File: src/rtl/siren_sequencer.sv
// rtl/siren_sequencer.sv - hi-lo / wail / yelp pattern controller for the siren tone divider (optional burst mode: SIREN_BURST_EN)
module siren_sequencer #(
    parameter int DIV_W      = 16,
    parameter int DIV_HI     = 100,
    parameter int DIV_LO     = 150,
    parameter int HILO_HOLD  = 1000,
    parameter int WAIL_DWELL = 20,
    parameter int YELP_DWELL = 2,
    parameter int BURST_LEN  = 3
) (
    input  logic             clk,
    input  logic             rst,
    input  logic             start,
    input  logic             stop,
    input  logic [1:0]       mode,
    output logic             tone_en,
    output logic             tone_sel,
    output logic [DIV_W-1:0] div_val,
    output logic             busy,
    output logic             period_done,
    output logic             done
);
    typedef enum logic [2:0] {IDLE, HI, LO, SWEEP_UP, SWEEP_DN} state_t;

    localparam int MAX_A = (HILO_HOLD > WAIL_DWELL) ? HILO_HOLD : WAIL_DWELL;
    localparam int MAX_C = (MAX_A > YELP_DWELL) ? MAX_A : YELP_DWELL;
    localparam int CNT_W = $clog2(MAX_C + 1);

    localparam logic [DIV_W-1:0] D_HI    = DIV_W'(DIV_HI);
    localparam logic [DIV_W-1:0] D_LO    = DIV_W'(DIV_LO);
    localparam logic [DIV_W-1:0] D_HI_P1 = DIV_W'(DIV_HI + 1);
    localparam logic [DIV_W-1:0] D_LO_M1 = DIV_W'(DIV_LO - 1);
    localparam logic [CNT_W-1:0] HOLD_M1 = CNT_W'(HILO_HOLD - 1);
    localparam logic [CNT_W-1:0] WAIL_M1 = CNT_W'(WAIL_DWELL - 1);
    localparam logic [CNT_W-1:0] YELP_M1 = CNT_W'(YELP_DWELL - 1);

    state_t             state, state_n;
    logic [CNT_W-1:0]   cnt, cnt_n;
    logic [DIV_W-1:0]   div_n;
    logic [1:0]         mode_q, mode_n;
    logic               sel_n, pd_n, active_q, active_n;
    logic               period_end, burst_end;
    logic [CNT_W-1:0]   dwell_m1;

    // mode_q only ever holds 01 for wail; any other latched sweep mode is yelp
    assign dwell_m1 = (mode_q == 2'b01) ? WAIL_M1 : YELP_M1;
    assign tone_en  = active_q;
    assign busy     = active_q;

`ifdef SIREN_BURST_EN
    localparam int PC_W = $clog2(BURST_LEN + 1);
    logic [PC_W-1:0] pcnt, pcnt_n;
    logic            done_n;
`endif

    always_comb begin
        state_n    = state;
        cnt_n      = cnt;
        div_n      = div_val;
        sel_n      = tone_sel;
        mode_n     = mode_q;
        period_end = 1'b0;
        burst_end  = 1'b0;
        case (state)
            IDLE: if (start) begin
                mode_n = mode;
                cnt_n  = '0;
                sel_n  = 1'b1;
                if (mode == 2'b01 || mode == 2'b10) begin
                    state_n = SWEEP_UP;
                    div_n   = D_LO;
                end else begin
                    state_n = HI;
                    div_n   = D_HI;
                end
            end
            HI: if (cnt == HOLD_M1) begin
                state_n = LO;
                cnt_n   = '0;
                sel_n   = 1'b0;
                div_n   = D_LO;
            end else cnt_n = cnt + CNT_W'(1);
            LO: if (cnt == HOLD_M1) begin
                state_n    = HI;
                cnt_n      = '0;
                sel_n      = 1'b1;
                div_n      = D_HI;
                period_end = 1'b1;
            end else cnt_n = cnt + CNT_W'(1);
            SWEEP_UP: if (cnt == dwell_m1) begin
                cnt_n = '0;
                if (div_val == D_HI_P1) begin
                    state_n = SWEEP_DN;
                    sel_n   = 1'b0;
                    div_n   = D_HI;
                end else div_n = div_val - DIV_W'(1);
            end else cnt_n = cnt + CNT_W'(1);
            SWEEP_DN: if (cnt == dwell_m1) begin
                cnt_n = '0;
                if (div_val == D_LO_M1) begin
                    state_n    = SWEEP_UP;
                    sel_n      = 1'b1;
                    div_n      = D_LO;
                    period_end = 1'b1;
                end else div_n = div_val + DIV_W'(1);
            end else cnt_n = cnt + CNT_W'(1);
            default: state_n = IDLE;
        endcase

`ifdef SIREN_BURST_EN
        pcnt_n = pcnt;
        if (period_end) begin
            if (pcnt == PC_W'(BURST_LEN - 1)) burst_end = 1'b1;
            else pcnt_n = pcnt + PC_W'(1);
        end
`endif

        // stop has priority over start, every transition and burst completion
        pd_n = period_end & ~stop;
        if (stop || burst_end) begin
            state_n = IDLE;
            cnt_n   = '0;
            sel_n   = 1'b0;
            div_n   = D_LO;
        end
        active_n = (state_n != IDLE);

`ifdef SIREN_BURST_EN
        done_n = burst_end & ~stop;
        if (state_n == IDLE) pcnt_n = '0;
`endif
    end

    always_ff @(posedge clk or negedge rst) begin
        if (!rst) begin
            state       <= IDLE;
            cnt         <= '0;
            div_val     <= D_LO;
            tone_sel    <= 1'b0;
            mode_q      <= 2'b00;
            active_q    <= 1'b0;
            period_done <= 1'b0;
        end else begin
            state       <= state_n;
            cnt         <= cnt_n;
            div_val     <= div_n;
            tone_sel    <= sel_n;
            mode_q      <= mode_n;
            active_q    <= active_n;
            period_done <= pd_n;
        end
    end

`ifdef SIREN_BURST_EN
    always_ff @(posedge clk or negedge rst) begin
        if (!rst) begin
            pcnt <= '0;
            done <= 1'b0;
        end else begin
            pcnt <= pcnt_n;
            done <= done_n;
        end
    end
`else
    assign done = 1'b0;
`endif
endmodule

File: config.mk
export PLATFORM = sky130hd
export DESIGN_NAME = siren_sequencer
export DESIGN_NICKNAME = d
export VERILOG_FILES = /design/src/rtl/siren_sequencer.sv
export SDC_FILE = /design/constraint.sdc
export NUM_CORES = 1
export LEC_CHECK = 0
export ABC_AREA = 0
export CORE_MARGIN = 4
export CORE_UTILIZATION = 60
export CTS_CLUSTER_SIZE = 24
export DETAILED_ROUTE_END_ITERATION = 6
export GPL_TIMING_DRIVEN = 0
export MAX_ROUTING_LAYER = met4
export PLACE_DENSITY = 0.92
export SYNTH_ARGS = -nofsm -noshare
export SYNTH_HDL_FRONTEND = slang
export SYNTH_SLANG_ARGS = --single-unit
File: constraint.sdc
create_clock -name clk -period 4.65 [get_ports clk]
set_input_delay 0.93 -clock clk [delete_from_list [all_inputs] [get_ports clk]]
set_output_delay 0.93 -clock clk [all_outputs]
set_load 0.01 [all_outputs]
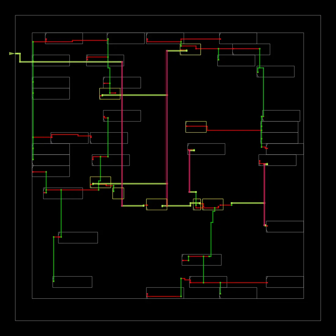
(the clock network)
CTS Buf Count: 5
clk_lat worst skew: 0.30 ns
clock group power: 240 uW
CTS sink cnt: 34

==> impl_metrics.py <==
# Flow results
metrics = {
    "global_routing": {
        "use_met1_pct": 38.7,
        "overflow": 0,
        "grt_util_met2_pct": 44.2,
        "antenna_found_initial": 0,
        "top_usage_layer": "met2",
        "grt_max_degree": 35,
        "grt_pass1_vias": 2601,
        "grt_util_all_layers_pct": 29.2,
    },
    "final_layout": {
        "logic_area_um2": 1700,
        "diodes": 0,
        "fin_nets": 378,
        "inv_count": 6,
        "final_cell_mix": "o21ai_0 (30), dfrtp_1 (30), nand2_1 (27)",
        "comb_share_pct": 54.9,
        "buffers": 48,
        "largest_reg_flops": 16,
        "fillers": 359,
        "areaGrowthSynthToFinish_pct": 15.0,
        "seq_share_pct": 27.6,
        "design_area_um2": 3100,
        "flops": 34,
        "buffer_area_share_pct": 11.6,
        "n_clock_buffer": 6,
        "flop_area_um2": 856,
    },
    "sta": {
        "worst_pin_slew_ns": 0.903,
        "final-max-slew-violation-count": 0,
        "slew_headroom_pct": 39.3,
        "max_freq_ghz": 0.341,
        "layout_setup_ws_ns": 1.72,
        "period_minus_slack_ns": 2.93,
        "fin_crit_sh_pct": 63.1,
        "hold_violations": 0,
        "setup_tns_ns": 0,
        "hold_slack_ns": 0.532,
    },
    "drt": {
        "drt_wl_total_um": 7550,
        "drtAntennaViolNets": 0,
        "met1_length_um": 3210,
        "num_vias": 2794,
        "drt_iter0_markers": 364,
        "wl_met2_um": 3510,
        "wl_met3_um": 627,
        "drtPass1Iterations": 5,
        "viasPerCell": 6.64,
    },
    "synthesis": {
        "area_leaders": "dfrtp_1 (28%), o21ai_0 (5.6%), a21oi_1 (4.5%), dfstp_2 (3.9%), nand2_1 (3.8%)",
        "async_flop_share_pct": 100,
        "top_area_share_pct": 27.9,
        "postSynthAreaPerCell_um2": 8.02,
        "synth_area_leader_cell": "dfrtp_1",
        "ys.flops": 34,
        "yosysChipArea_um2": 2700,
        "ys_sh_xor_pct": 3.57,
        "yosys.area_share.simple_pct": 31.0,
        "ys_top_logic_family": "simple AND/OR/NAND/NOR gates",
        "edf_count": 0,
        "syn_area_um2": 2700,
        "ys_sh_mux_pct": 2.37,
        "flop_cell": "dfrtp_1",
        "ys_types": 67,
        "synth.yosys.seq_area_share_pct": 31.8,
        "synthTopCellsByCount": "dfrtp_1 (30), o21ai_0 (30), nand2_1 (27), nor2_1 (25), a21oi_1 (24)",
        "syn_inst": 336,
    },
    "placement": {
        "gp_congestion": 0.949,
        "placed_cells": 413,
        "portBuffers": 25,
        "placed_area_um2": 3010,
        "place_ws_ns": 1.43,
    },
    "critical_path": {
        "r2r-start": "div_val[4]$_DFFE_PN1P_",
        "crit_fanout": 10,
        "reg2reg_to": "div_val[3]$_DFFE_PN0P_",
        "rrSetupSlack_ns": 2.03,
        "cp-endpoint": "div_val[12]$_DFFE_PN0P_",
    },
    "power_and_ir_drop": {
        "powerComb_uw": 250,
        "seq-power_uw": 349,
        "p_clk_share_pct": 28.6,
        "power_frac_comb_pct": 29.8,
        "p_sw_uw": 289,
    },
    "floorplanning": {
        "taps": 52,
        "die_y_um": 75.0,
        "initial_utilization_pct": 61.9,
        "core_um2": 4350,
        "rows": 24,
        "die_area_um2": 5630,
        "die-width_um": 75.0,
        "io_pins": 27,
    },
    "min_path": {
        "min_from": "mode_q[0]$_DFFE_PN0P_",
        "whs_path_depth": 1,
        "worstHoldPathType": "reg2reg",
    },
    "clocking": {
        "cts_root_buffer": "clkbuf_8",
        "h-tree-depth": 2,
        "clk_pin_slew_ns": 0.07,
    },
    "flow_run": {
        "maxCapViolations": 0,
    },
    "run_status": {
        "status": "finished clean",
    },
}
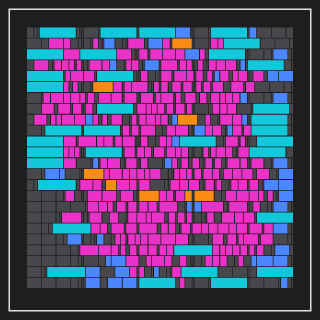
(cell classes on the final placement)
Drawn at 4 px/um. Fill, decap, tap and diode cells in grey.
clock drivers and dummy loads: marked orange, cells 8, share of their area 3.1%. other buffers and delay cells: marked blue, cells 48, share of their area 12%. all other logic: marked magenta, cells 279, share of their area 57%. flip-flops: marked cyan, cells 34, share of their area 28%.

Power figures rest on the tool's default switching activity, not on a simulated workload.
